**Selected gate families**

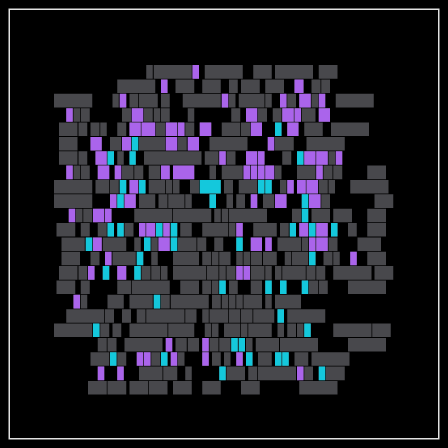
**Clock nets**

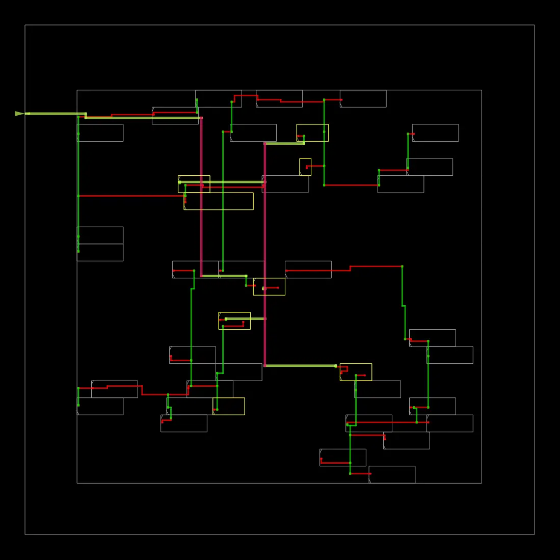
--- config.mk ---
export PLATFORM = sky130hd
export DESIGN_NAME = pacman_hareket
export DESIGN_NICKNAME = d
export VERILOG_FILES = /design/src/rtl/pacman_hareket.sv
export SDC_FILE = /design/constraint.sdc
export NUM_CORES = 1
export LEC_CHECK = 0
export ABC_AREA = 1
export CORE_MARGIN = 8
export CORE_UTILIZATION = 55
export CTS_CLUSTER_SIZE = 25
export DETAILED_ROUTE_END_ITERATION = 10
export PLACE_DENSITY = 0.83
export RECOVER_POWER = 25
export SKIP_CTS_REPAIR_TIMING = 1
export SLEW_MARGIN = 20
export SYNTH_ARGS = -nofsm -noshare
export SYNTH_HDL_FRONTEND = slang
export SYNTH_SLANG_ARGS = --single-unit
export TNS_END_PERCENT = 20
--- constraint.sdc ---
create_clock -name clk_i -period 2.95 [get_ports clk_i]
set_clock_uncertainty 0.05 [all_clocks]
set_input_delay 0.59 -clock clk_i [delete_from_list [all_inputs] [get_ports clk_i]]
set_output_delay 0.59 -clock clk_i [all_outputs]
set_load 0.01 [all_outputs]
--- src/rtl/pacman_hareket.sv ---
// Grid-movement controller for Pacman: turns button levels into one-cell-per-tick
// moves on a fixed maze (wall where x and y are both odd), with buffered pending turns.
module pacman_hareket #(
  parameter int unsigned CLK_DIV = 4,
  parameter int unsigned GRID_W  = 10,
  parameter int unsigned GRID_H  = 10,
  parameter int unsigned START_X = 0,
  parameter int unsigned START_Y = 0
) (
  input  logic       clk_i,
  input  logic       reset,
  input  logic       oyun_aktif,
  input  logic       btn_up,
  input  logic       btn_down,
  input  logic       btn_left,
  input  logic       btn_right,
  output logic [9:0] pacman_x,
  output logic [9:0] pacman_y,
  output logic [1:0] yon,
  output logic       hareket,
  output logic       takildi
);

  localparam int unsigned CW = 10;
  localparam int unsigned DW = $clog2(CLK_DIV);

  localparam logic [1:0] ST_IDLE    = 2'd0;
  localparam logic [1:0] ST_MOVING  = 2'd1;
  localparam logic [1:0] ST_STOPPED = 2'd2;

  localparam logic [1:0] YON_UP    = 2'd0;
  localparam logic [1:0] YON_DOWN  = 2'd1;
  localparam logic [1:0] YON_LEFT  = 2'd2;
  localparam logic [1:0] YON_RIGHT = 2'd3;

  logic [1:0]    state_q, state_d;
  logic [CW-1:0] x_q, x_d;
  logic [CW-1:0] y_q, y_d;
  logic [1:0]    yon_q, yon_d;
  logic          hareket_q, hareket_d;
  logic          takildi_q, takildi_d;
  logic [1:0]    bekleyen_yon_q, bekleyen_yon_d;
  logic          bekleyen_v_q, bekleyen_v_d;
  logic [DW-1:0] div_q, div_d;

  logic          tick_c;
  logic          basili_c;
  logic [1:0]    basili_yon_c;
  logic          hamle_c;
  logic [1:0]    hamle_yon_c;
  logic          bekleyen_tuket_c;

  // Bounds are checked before any subtraction so edges never wrap around.
  function automatic logic hedef_acik(input logic [1:0] d, input logic [CW-1:0] x,
                                      input logic [CW-1:0] y);
    logic [CW-1:0] nx;
    logic [CW-1:0] ny;
    logic          sinir_ok;
    nx       = x;
    ny       = y;
    sinir_ok = 1'b0;
    case (d)
      YON_UP: begin
        sinir_ok = (y != '0);
        if (sinir_ok) ny = y - CW'(1);
      end
      YON_DOWN: begin
        sinir_ok = (y != CW'(GRID_H - 1));
        if (sinir_ok) ny = y + CW'(1);
      end
      YON_LEFT: begin
        sinir_ok = (x != '0);
        if (sinir_ok) nx = x - CW'(1);
      end
      default: begin
        sinir_ok = (x != CW'(GRID_W - 1));
        if (sinir_ok) nx = x + CW'(1);
      end
    endcase
    return sinir_ok && !(nx[0] && ny[0]);
  endfunction

  function automatic logic [CW-1:0] hedef_x(input logic [1:0] d, input logic [CW-1:0] x);
    case (d)
      YON_LEFT:  return x - CW'(1);
      YON_RIGHT: return x + CW'(1);
      default:   return x;
    endcase
  endfunction

  function automatic logic [CW-1:0] hedef_y(input logic [1:0] d, input logic [CW-1:0] y);
    case (d)
      YON_UP:   return y - CW'(1);
      YON_DOWN: return y + CW'(1);
      default:  return y;
    endcase
  endfunction

  // Move tick divider and button priority encoding.
  always_comb begin
    tick_c = oyun_aktif && (div_q == DW'(CLK_DIV - 1));
    div_d  = div_q;
    if (oyun_aktif) begin
      div_d = tick_c ? '0 : div_q + DW'(1);
    end

    basili_c     = btn_up || btn_down || btn_left || btn_right;
    basili_yon_c = YON_RIGHT;
    if (btn_up)        basili_yon_c = YON_UP;
    else if (btn_down) basili_yon_c = YON_DOWN;
    else if (btn_left) basili_yon_c = YON_LEFT;
  end

  // Next-state and movement decision, evaluated only on a tick.
  always_comb begin
    state_d          = state_q;
    x_d              = x_q;
    y_d              = y_q;
    yon_d            = yon_q;
    hareket_d        = 1'b0;
    takildi_d        = takildi_q;
    hamle_c          = 1'b0;
    hamle_yon_c      = yon_q;
    bekleyen_tuket_c = 1'b0;

    if (tick_c) begin
      case (state_q)
        ST_IDLE: begin
          if (bekleyen_v_q) begin
            if (hedef_acik(bekleyen_yon_q, x_q, y_q)) begin
              hamle_c          = 1'b1;
              hamle_yon_c      = bekleyen_yon_q;
              bekleyen_tuket_c = 1'b1;
            end else begin
              takildi_d = 1'b1;
              state_d   = ST_STOPPED;
            end
          end
        end
        ST_MOVING, ST_STOPPED: begin
          if (bekleyen_v_q && hedef_acik(bekleyen_yon_q, x_q, y_q)) begin
            hamle_c          = 1'b1;
            hamle_yon_c      = bekleyen_yon_q;
            bekleyen_tuket_c = 1'b1;
          end else if (hedef_acik(yon_q, x_q, y_q)) begin
            hamle_c     = 1'b1;
            hamle_yon_c = yon_q;
          end else begin
            takildi_d = 1'b1;
            state_d   = ST_STOPPED;
          end
        end
        default: state_d = ST_IDLE;
      endcase
    end

    if (hamle_c) begin
      x_d       = hedef_x(hamle_yon_c, x_q);
      y_d       = hedef_y(hamle_yon_c, y_q);
      yon_d     = hamle_yon_c;
      hareket_d = 1'b1;
      takildi_d = 1'b0;
      state_d   = ST_MOVING;
    end

    // A press in the tick cycle wins over consuming the old pending turn.
    bekleyen_yon_d = bekleyen_yon_q;
    bekleyen_v_d   = bekleyen_v_q && !bekleyen_tuket_c;
    if (oyun_aktif && basili_c) begin
      bekleyen_yon_d = basili_yon_c;
      bekleyen_v_d   = 1'b1;
    end
  end

  always_ff @(posedge clk_i) begin
    if (reset) begin
      state_q        <= ST_IDLE;
      x_q            <= CW'(START_X);
      y_q            <= CW'(START_Y);
      yon_q          <= YON_UP;
      hareket_q      <= 1'b0;
      takildi_q      <= 1'b0;
      bekleyen_yon_q <= YON_UP;
      bekleyen_v_q   <= 1'b0;
      div_q          <= '0;
    end else begin
      state_q        <= state_d;
      x_q            <= x_d;
      y_q            <= y_d;
      yon_q          <= yon_d;
      hareket_q      <= hareket_d;
      takildi_q      <= takildi_d;
      bekleyen_yon_q <= bekleyen_yon_d;
      bekleyen_v_q   <= bekleyen_v_d;
      div_q          <= div_d;
    end
  end

  assign pacman_x = x_q;
  assign pacman_y = y_q;
  assign yon      = yon_q;
  assign hareket  = hareket_q;
  assign takildi  = takildi_q;

endmodule
==> out/summary.rpt <==
SETUP PATH
----------------------------------------------------------------------------------------
R2R Setup Slk                                                                    0.49 ns
Worst flop-to-flop path endpoint                                            pacman_x[9]$_SDFFE_PP0P_
Sequence of cells on the critical path                                      dlygate4sd3_1 > nand2_1 > nor2_1 > inv_1 > a21oi_2 > nand4_1 > nand2_2 > nand3_2 > nor2_1 > nand3_1 > nand2_1 > nor2_1
Launching instance or port of the critical path                               oyun_aktif
Data arrival, critical path                                                      2.70 ns

FLOW RUN
----------------------------------------------------------------------------------------
Count of max-cap constraint violations                                                 0
Total tool warning count                                                              33

LAYOUT
----------------------------------------------------------------------------------------
Final standard cell count with taps included and fillers excluded                    432
Total Nets Final                                                                     399
Fraction of the core area covered by cells at the end of the flow                  0.691

TIMING
----------------------------------------------------------------------------------------
Unrepaired setup endpoints after global routing                                    false
Post-layout period usage of the worst path                                         0.873
Highest achievable clock rate                                                  0.389 GHz
Number of setup violations in the final report                                         0

SYNTHESIS
----------------------------------------------------------------------------------------
Unique cell type count in the Yosys netlist                                           32
Post-synth tally of flip-flops with integrated enable                                  0
Avg Cell Area, Syn                                                              6.71 um2
Post-Syn Area                                                                   2330 um2
YS chip area                                                                    2330 um2
Warnings from Yosys                                                                    0
Share of async-settable or async-resettable flops after synthesis                      0
Cell count after synthesis                                                           347

PLACE
----------------------------------------------------------------------------------------
Routability congestion estimate                                                    0.936

CLOCK TREE
----------------------------------------------------------------------------------------
CTS tree                                                                             yes

MIN PATH
----------------------------------------------------------------------------------------
Hold path startpoint                                                        takildi$_SDFFE_PP0P_
Number of instances on the worst hold path                                             2

DRT
----------------------------------------------------------------------------------------
Routed len/inst                                                                  12.7 um
DRC violation total after the first TritonRoute iteration                            176
Detailed-route vias per instance                                                    5.33
Number of search-and-repair iterations in the first detailed-routing pass              4
Vias                                                                                2302

FLOORPLAN
----------------------------------------------------------------------------------------
Number of core rows                                                                   23
Placeable core area                                                             4030 um2

PWR
----------------------------------------------------------------------------------------
Overall power after layout                                                      0.941 mW
Lkg Pwr                                                                          1.20 nW

OUTCOME
----------------------------------------------------------------------------------------
Status                                                                         completed

About 'selected gate families':
inv cells -> cyan  # cells 46
nor cells -> purple  # cells 84

About 'clock nets':
clock network power: 0.444 mW
sinks on the clock net: 31
total of clock buffers placed in the layout: 6
clk ins delay skew pair: 0.29 ns
number of buffers added by the clock tree synthesis step: 5

[kinds of logic (layout without fill, tap and decap cells)]
family,Yosys count,in the layout,share of synthesized area
and+or+nand+nor,203,203,0.449
buffers and inverters,54,89,0.108
AOI/OAI and AO/OA,44,44,0.102
DFF,31,31,0.266
adders and majority gates,11,11,0.0591
xor gates and xnor gates,4,4,0.0150
[metal layers]
layer / up-vias / wire length [um] / track usage
li1: 1189 / - / -
met4: 0 / 104 / 0.0679
met5: - / 0 / 0
met2: 58 / 2650 / 0.309
met1: 1044 / 2480 / 0.213
met3: 11 / 243 / 0.0375
[cells in the final DEF (no fill, tap or decap), drive strengths merged, types with 2 or more instances in the layout]
| master | n |
|---|---|
| a211oi | 2 |
| a21oi | 29 |
| buf | 4 |
| clkbuf | 7 |
| clkdlybuf4s50 | 20 |
| dfxtp | 31 |
| dlygate4sd3 | 10 |
| ha | 11 |
| inv | 46 |
| nand2 | 63 |
| nand3 | 48 |
| nand3b | 3 |
| nand4 | 5 |
| nor2 | 71 |
| nor3 | 10 |
| nor4 | 2 |
| o21ai | 11 |
| xor2 | 4 |
[final cells by class]
cell class              instances  area, um2  area share
inverters                      46        180      0.0647
clock buffers                   6       82.6      0.0297
repair buffers                 35        347       0.124
flip-flops and latches         31        621       0.223
well taps                      50       62.6      0.0225
clock inverters                 2       35.0      0.0126
multi-input cells             262       1460       0.523
[power breakdown]
group	total, mW	switching, mW	internal (mW)
clock	0.444	0.171	0.273
combinational	0.0657	0.0391	0.0267
sequential	0.431	0.00663	0.425
total	0.941	0.217	0.725
[worst max-delay path, delay by kind of cell]
family / cells / cell delay, ns
AND/OR/NAND/NOR: 9 / 1.22
buffers and inverters: 2 / 0.67
AND-OR/OR-AND: 1 / 0.19
No activity file was given, so power comes from the tool's default toggle rates.
